Metal 2:
Bar = 20 um.
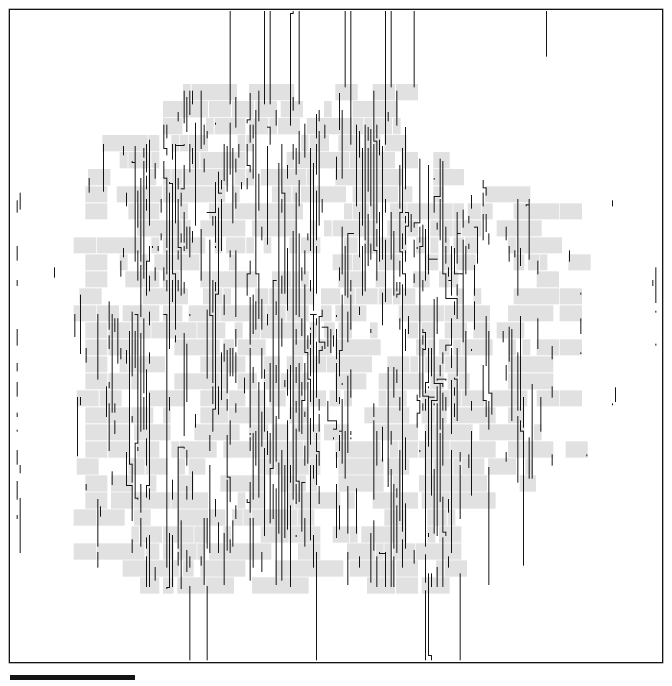
Routing congestion:
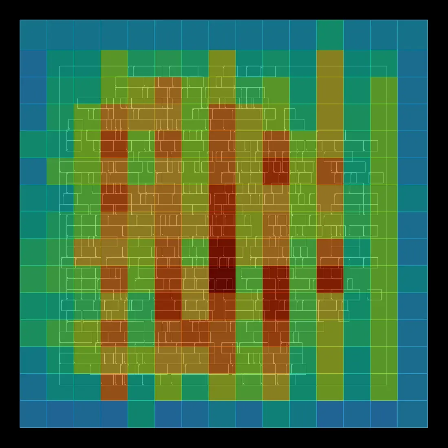
A small window of the routed layout:
Bar = 10 um. Region (32, 11) to (72, 51) um. Cells in gray, sequential cells in the stronger gray; small squares are vias.
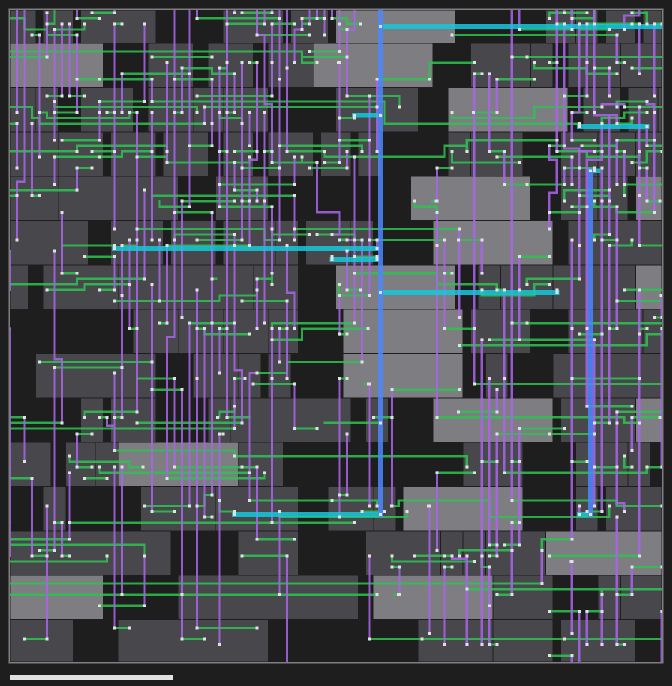
`src/rtl/rc4_pkg.sv`:
```
// Shared RC4 types and constants for the S-array stages (init, KSA, PRGA).
package rc4_pkg;

    localparam int         BYTE_W = 8;
    localparam int         S_SIZE = 256;
    localparam logic [7:0] S_LAST = 8'd255;
    localparam int         KIDX_W = 3;

    typedef enum logic [3:0] {
        IDLE,
        RD_SI,
        WAIT_SI,
        CALC_J,
        RD_SJ,
        WAIT_SJ,
        WR_SI,
        WR_SJ,
        DONE
    } ksa_state_t;

    // Wrap counter for the key byte index; avoids a divider for i mod KEY_LEN.
    function automatic logic [KIDX_W-1:0] next_kidx(input logic [KIDX_W-1:0] k, input int key_len);
        return (k == KIDX_W'(key_len - 1)) ? '0 : k + 1'b1;
    endfunction

    function automatic logic is_read_state(input ksa_state_t s);
        return s inside {RD_SI, WAIT_SI, RD_SJ, WAIT_SJ};
    endfunction

endpackage

```
`src/rtl/key_byte_sel.sv`:
```
// Combinational selection of byte kidx from a packed secret key (byte 0 is the MSB byte).
module key_byte_sel
    import rc4_pkg::*;
#(
    parameter int KEY_LEN = 3
) (
    input  logic [BYTE_W*KEY_LEN-1:0] secret_key,
    input  logic [KIDX_W-1:0]         kidx,
    output logic [BYTE_W-1:0]         key_byte
);

    logic [BYTE_W-1:0] key_bytes [KEY_LEN];

    generate
        for (genvar gi = 0; gi < KEY_LEN; gi++) begin : g_bytes
            assign key_bytes[gi] = secret_key[BYTE_W*(KEY_LEN-gi)-1 -: BYTE_W];
        end
    endgenerate

    always_comb begin
        key_byte = '0;
        for (int k = 0; k < KEY_LEN; k++) begin
            if (kidx == KIDX_W'(k)) begin
                key_byte = key_bytes[k];
            end
        end
    end

endmodule

```
`src/rtl/ksa_swap_fsm.sv`:
```
// RC4 key-scheduling swap stage driving the shared single-port S RAM.
// Optional macro KSA_IDX_EQ_SKIP_EN skips the read/write of S[j] when the new j equals i.
module ksa_swap_fsm
    import rc4_pkg::*;
#(
    parameter int KEY_LEN = 3,
    parameter int RD_LAT  = 1
) (
    input  logic                      clk,
    input  logic                      reset,
    input  logic                      start,
    input  logic                      stop,
    input  logic [BYTE_W*KEY_LEN-1:0] secret_key,
    input  logic [BYTE_W-1:0]         q,
    output logic [BYTE_W-1:0]         address,
    output logic [BYTE_W-1:0]         data,
    output logic                      wren,
    output logic                      rden,
    output logic                      complete
);

    localparam int                WAIT_W  = $clog2(RD_LAT + 1);
    // Address is registered, so RAM data arrives RD_LAT cycles after the cycle following RD_*.
    // CALC_J samples S[i] itself; WAIT_SJ needs one extra cycle to sample S[j].
    localparam logic [WAIT_W-1:0] SI_LAST = WAIT_W'(RD_LAT - 1);
    localparam logic [WAIT_W-1:0] SJ_LAST = WAIT_W'(RD_LAT);

    ksa_state_t         state_reg, state_next;
    logic [7:0]         i_reg, i_next;
    logic [7:0]         j_reg, j_next;
    logic [KIDX_W-1:0]  kidx_reg, kidx_next;
    logic [7:0]         si_reg, si_next;
    logic [7:0]         sj_reg, sj_next;
    logic [WAIT_W-1:0]  wait_reg, wait_next;
    logic [7:0]         address_reg, address_next;
    logic [7:0]         data_reg, data_next;
    logic               wren_reg, wren_next;
    logic               rden_reg, rden_next;
    logic               complete_reg, complete_next;
    logic               advance;
    logic [7:0]         key_byte;

    key_byte_sel #(
        .KEY_LEN (KEY_LEN)
    ) u_key_byte_sel (
        .secret_key (secret_key),
        .kidx       (kidx_reg),
        .key_byte   (key_byte)
    );

    always_comb begin
        state_next    = state_reg;
        i_next        = i_reg;
        j_next        = j_reg;
        kidx_next     = kidx_reg;
        si_next       = si_reg;
        sj_next       = sj_reg;
        wait_next     = wait_reg;
        address_next  = address_reg;
        data_next     = data_reg;
        wren_next     = 1'b0;
        complete_next = complete_reg;
        advance       = 1'b0;

        case (state_reg)
            IDLE: begin
                if (start && !complete_reg) begin
                    state_next = RD_SI;
                end
            end
            RD_SI: begin
                address_next = i_reg;
                wait_next    = '0;
                state_next   = WAIT_SI;
            end
            WAIT_SI: begin
                if (wait_reg == SI_LAST) begin
                    wait_next  = '0;
                    state_next = CALC_J;
                end else begin
                    wait_next = wait_reg + 1'b1;
                end
            end
            CALC_J: begin
                si_next    = q;
                j_next     = j_reg + q + key_byte;
                state_next = RD_SJ;
            end
            RD_SJ: begin
`ifdef KSA_IDX_EQ_SKIP_EN
                if (j_reg == i_reg) begin
                    advance = 1'b1;
                end else begin
                    address_next = j_reg;
                    wait_next    = '0;
                    state_next   = WAIT_SJ;
                end
`else
                address_next = j_reg;
                wait_next    = '0;
                state_next   = WAIT_SJ;
`endif
            end
            WAIT_SJ: begin
                if (wait_reg == SJ_LAST) begin
                    sj_next    = q;
                    wait_next  = '0;
                    state_next = WR_SI;
                end else begin
                    wait_next = wait_reg + 1'b1;
                end
            end
            WR_SI: begin
                address_next = i_reg;
                data_next    = sj_reg;
                wren_next    = 1'b1;
                state_next   = WR_SJ;
            end
            WR_SJ: begin
                address_next = j_reg;
                data_next    = si_reg;
                wren_next    = 1'b1;
                advance      = 1'b1;
            end
            DONE: begin
                complete_next = 1'b1;
            end
            default: begin
                state_next = IDLE;
            end
        endcase

        // i wraps 255 -> 0 on the way to DONE; j is kept until a re-arm.
        if (advance) begin
            i_next     = i_reg + 8'd1;
            kidx_next  = next_kidx(kidx_reg, KEY_LEN);
            state_next = (i_reg == S_LAST) ? DONE : RD_SI;
        end

        if (state_next == DONE) begin
            complete_next = 1'b1;
        end

        rden_next = is_read_state(state_next);

        if (stop) begin
            state_next    = IDLE;
            i_next        = '0;
            j_next        = '0;
            kidx_next     = '0;
            wait_next     = '0;
            wren_next     = 1'b0;
            rden_next     = 1'b0;
            complete_next = 1'b0;
        end
    end

    always_ff @(posedge clk) begin
        if (reset) begin
            state_reg    <= IDLE;
            i_reg        <= '0;
            j_reg        <= '0;
            kidx_reg     <= '0;
            si_reg       <= '0;
            sj_reg       <= '0;
            wait_reg     <= '0;
            address_reg  <= '0;
            data_reg     <= '0;
            wren_reg     <= 1'b0;
            rden_reg     <= 1'b0;
            complete_reg <= 1'b0;
        end else begin
            state_reg    <= state_next;
            i_reg        <= i_next;
            j_reg        <= j_next;
            kidx_reg     <= kidx_next;
            si_reg       <= si_next;
            sj_reg       <= sj_next;
            wait_reg     <= wait_next;
            address_reg  <= address_next;
            data_reg     <= data_next;
            wren_reg     <= wren_next;
            rden_reg     <= rden_next;
            complete_reg <= complete_next;
        end
    end

    assign address  = address_reg;
    assign data     = data_reg;
    assign wren     = wren_reg;
    assign rden     = rden_reg;
    assign complete = complete_reg;

endmodule

```
`config.mk`:
```
export PLATFORM = sky130hd
export DESIGN_NAME = ksa_swap_fsm
export DESIGN_NICKNAME = d
export VERILOG_FILES = /design/src/rtl/rc4_pkg.sv /design/src/rtl/key_byte_sel.sv /design/src/rtl/ksa_swap_fsm.sv
export SDC_FILE = /design/constraint.sdc
export NUM_CORES = 1
export LEC_CHECK = 0
export CORE_MARGIN = 10
export CORE_UTILIZATION = 45
export CTS_CLUSTER_DIAMETER = 60
export DETAILED_ROUTE_END_ITERATION = 8
export PLACE_DENSITY = 0.72
export RECOVER_POWER = 50
export SYNTH_ARGS = -nofsm -noshare
export SYNTH_HDL_FRONTEND = slang
export SYNTH_HIERARCHICAL = 1
export SYNTH_SLANG_ARGS = --single-unit
```
`constraint.sdc`:
```
create_clock -name clk -period 3.1 [get_ports clk]
set_input_delay 0.62 -clock clk [delete_from_list [all_inputs] [get_ports clk]]
set_output_delay 0.62 -clock clk [all_outputs]
set_load 0.03 [all_outputs]
```
==> GITHUB_STEP_SUMMARY <==
### Metrics collected by this job

| Metric | Value |
|---|---|
| Die X | 104 um |
| Asr flop ratio synth | 0 |
| Area growth, synth to finish | 28.0% |
| Yosys stat cell total | 346 |
| HPWL after DPL | 5.65 mm |
| Final Max Slew Viols | 1 |
| Cells on worst reg2reg path | 10 |
| Global-route wire length before repair | 12.7 mm |
| Max-cap violations | 1 |
| Violated checks | capacitance limit, slew limit |
| Log Warnings | 26 |
| CTS tree | built |
| Root Driver | clkbuf_8 |
| Multiplexer share | 0.0846 |
| Post-synth EDFFs | 0 |
| Final Cycle Share | 0.959 |
| Post-Syn Instances | 346 |
| Basic Gates by Area | 0.175 |
| IO Count | 55 |
| Top-count cell post-synth | dfxtp_1 |
| CTS Hold Bufs | 0 |
| PortBufs | 54 |
| CP max stage delay | 510 ps |
| Combinational gate area | 1800 um^2 |
| Critical-path maximum fanout | 2 |
| Ratio of cells with drive above 1 in the final layout | 0.148 |
| Top non-seq family | AND-OR/OR-AND gates |
| Crit path max-delay cell type | fa_1 |
| Area leader, netlist | dfxtp_1 |
| Adder share | 0.0775 |
| CTS H-tree depth | 3 |
| DR vias/cell | 5.19 |
| Status | complete, but fails checks |
| Total power | 1.84 mW |
| CTS sink count | 59 |
| Max Freq | 336 MHz |
## Picture notes: 'metal 2'
nets with wire on the layer: 378
main direction: vertical
vias: 2629
Total Wirelength: 7.50 mm

## Picture notes: 'routing congestion'
DR WL/cell: 14.8 um
met2 Resource Use GR: 0.223
met1 Track Usage GR: 0.169
busiest grt layer: met2

## Picture notes: 'a small window of the routed layout'
[green] metal 1
[blue] metal 4
[cyan] metal 3
[purple] metal 2
most frequent: dfxtp_1 (15), nor2_1 (12), buf_4 (10)
cells with their middle in the window: 119
sequential cells in the window: 15
netlist names of flops here include: j_reg (7), i_reg (4), address (3)

## through the flow
step / utilization / instance area, um^2 / hold slack [ps] / TNS (ps)
2_1_floorplan: - / 3200 / 437 / 0
3_3_place_gp: 0.560 / 3820 / 445 / -650
3_5_place_dp: 0.560 / 3820 / 447 / -858
4_1_cts: 0.597 / 4080 / 456 / 0
5_1_grt: 0.599 / 4090 / 481 / 0
6_report: 0.599 / 4090 / 457 / 0
## critical path: cells and delay by family
family	cells	cell delay, ps
buf+inv	2	490
compound gates	5	1060
fa+ha+maj	2	880
mux	1	190
## cells by family (layout without fill, tap and decap cells)
family | after synthesis | count (layout)
buffers and inverters | 40 | 105
adders and majority gates | 15 | 15
xor gates and xnor gates | 11 | 11
DFF | 59 | 59
muxes | 27 | 27
and+or+nand+nor | 120 | 120
AOI/OAI and AO/OA | 74 | 74
## placed cells by master (no fill, tap or decap), types with 4 or more instances in the layout
cell type | Yosys | layout
ha_1 | 7 | 6
or3_1 | 6 | 6
o21ai_0 | 7 | 7
fa_1 | 8 | 7
buf_4 | 0 | 18
nor3_1 | 4 | 4
mux2i_1 | 27 | 26
a21oi_1 | 24 | 23
nand2_1 | 44 | 45
a211oi_2 | 8 | 7
inv_1 | 16 | 15
a211oi_1 | 6 | 7
clkbuf_8 | 0 | 9
nand3_1 | 6 | 6
o32ai_2 | 8 | 7
nor2_1 | 41 | 41
dlygate4sd3_1 | 0 | 7
xor2_1 | 4 | 4
xnor2_1 | 7 | 7
dfxtp_1 | 59 | 57
clkdlybuf4s50_1 | 0 | 44
a311oi_1 | 10 | 10
## routing by layer
layer  track usage  vias up
li1              -     1326
met1         0.169     1226
met2         0.223       67
met3        0.0558       10
met4        0.0527        0
met5             0        -
## report_power, final
part	switching, mW	internal (mW)
sequential	0.00532	0.766
clock	0.313	0.532
combinational	0.106	0.116
## what timing repair did
action / in CTS / in global routing
gates cloned: 0 / 0
setup endpoints to repair: 1 / 2
setup buffers: 0 / 1
pin swaps: 7 / 9
resized: 5 / 9
## worst min path at each step
stage,to,slack (ps),depth (start not counted)
2_1_floorplan,si_reg[0]$_SDFFE_PP0P_,440,2
3_3_place_gp,si_reg[4]$_SDFFE_PP0P_,440,2
3_5_place_dp,si_reg[1]$_SDFFE_PP0P_,450,2
4_1_cts,si_reg[1]$_SDFFE_PP0P_,460,2
5_1_grt,si_reg[1]$_SDFFE_PP0P_,480,2
6_report,si_reg[1]$_SDFFE_PP0P_,460,2
## final cells by class
class | instances | share of cell area
Inverter | 16 | 0.0147
Clock buffer | 9 | 0.0303
Clock inverter | 7 | 0.0284
Sequential cell | 59 | 0.289
Multi-Input combinational cell | 247 | 0.440
Timing Repair Buffer | 73 | 0.168
Tap cell | 96 | 0.0294
No activity file was given, so power comes from the tool's default toggle rates.
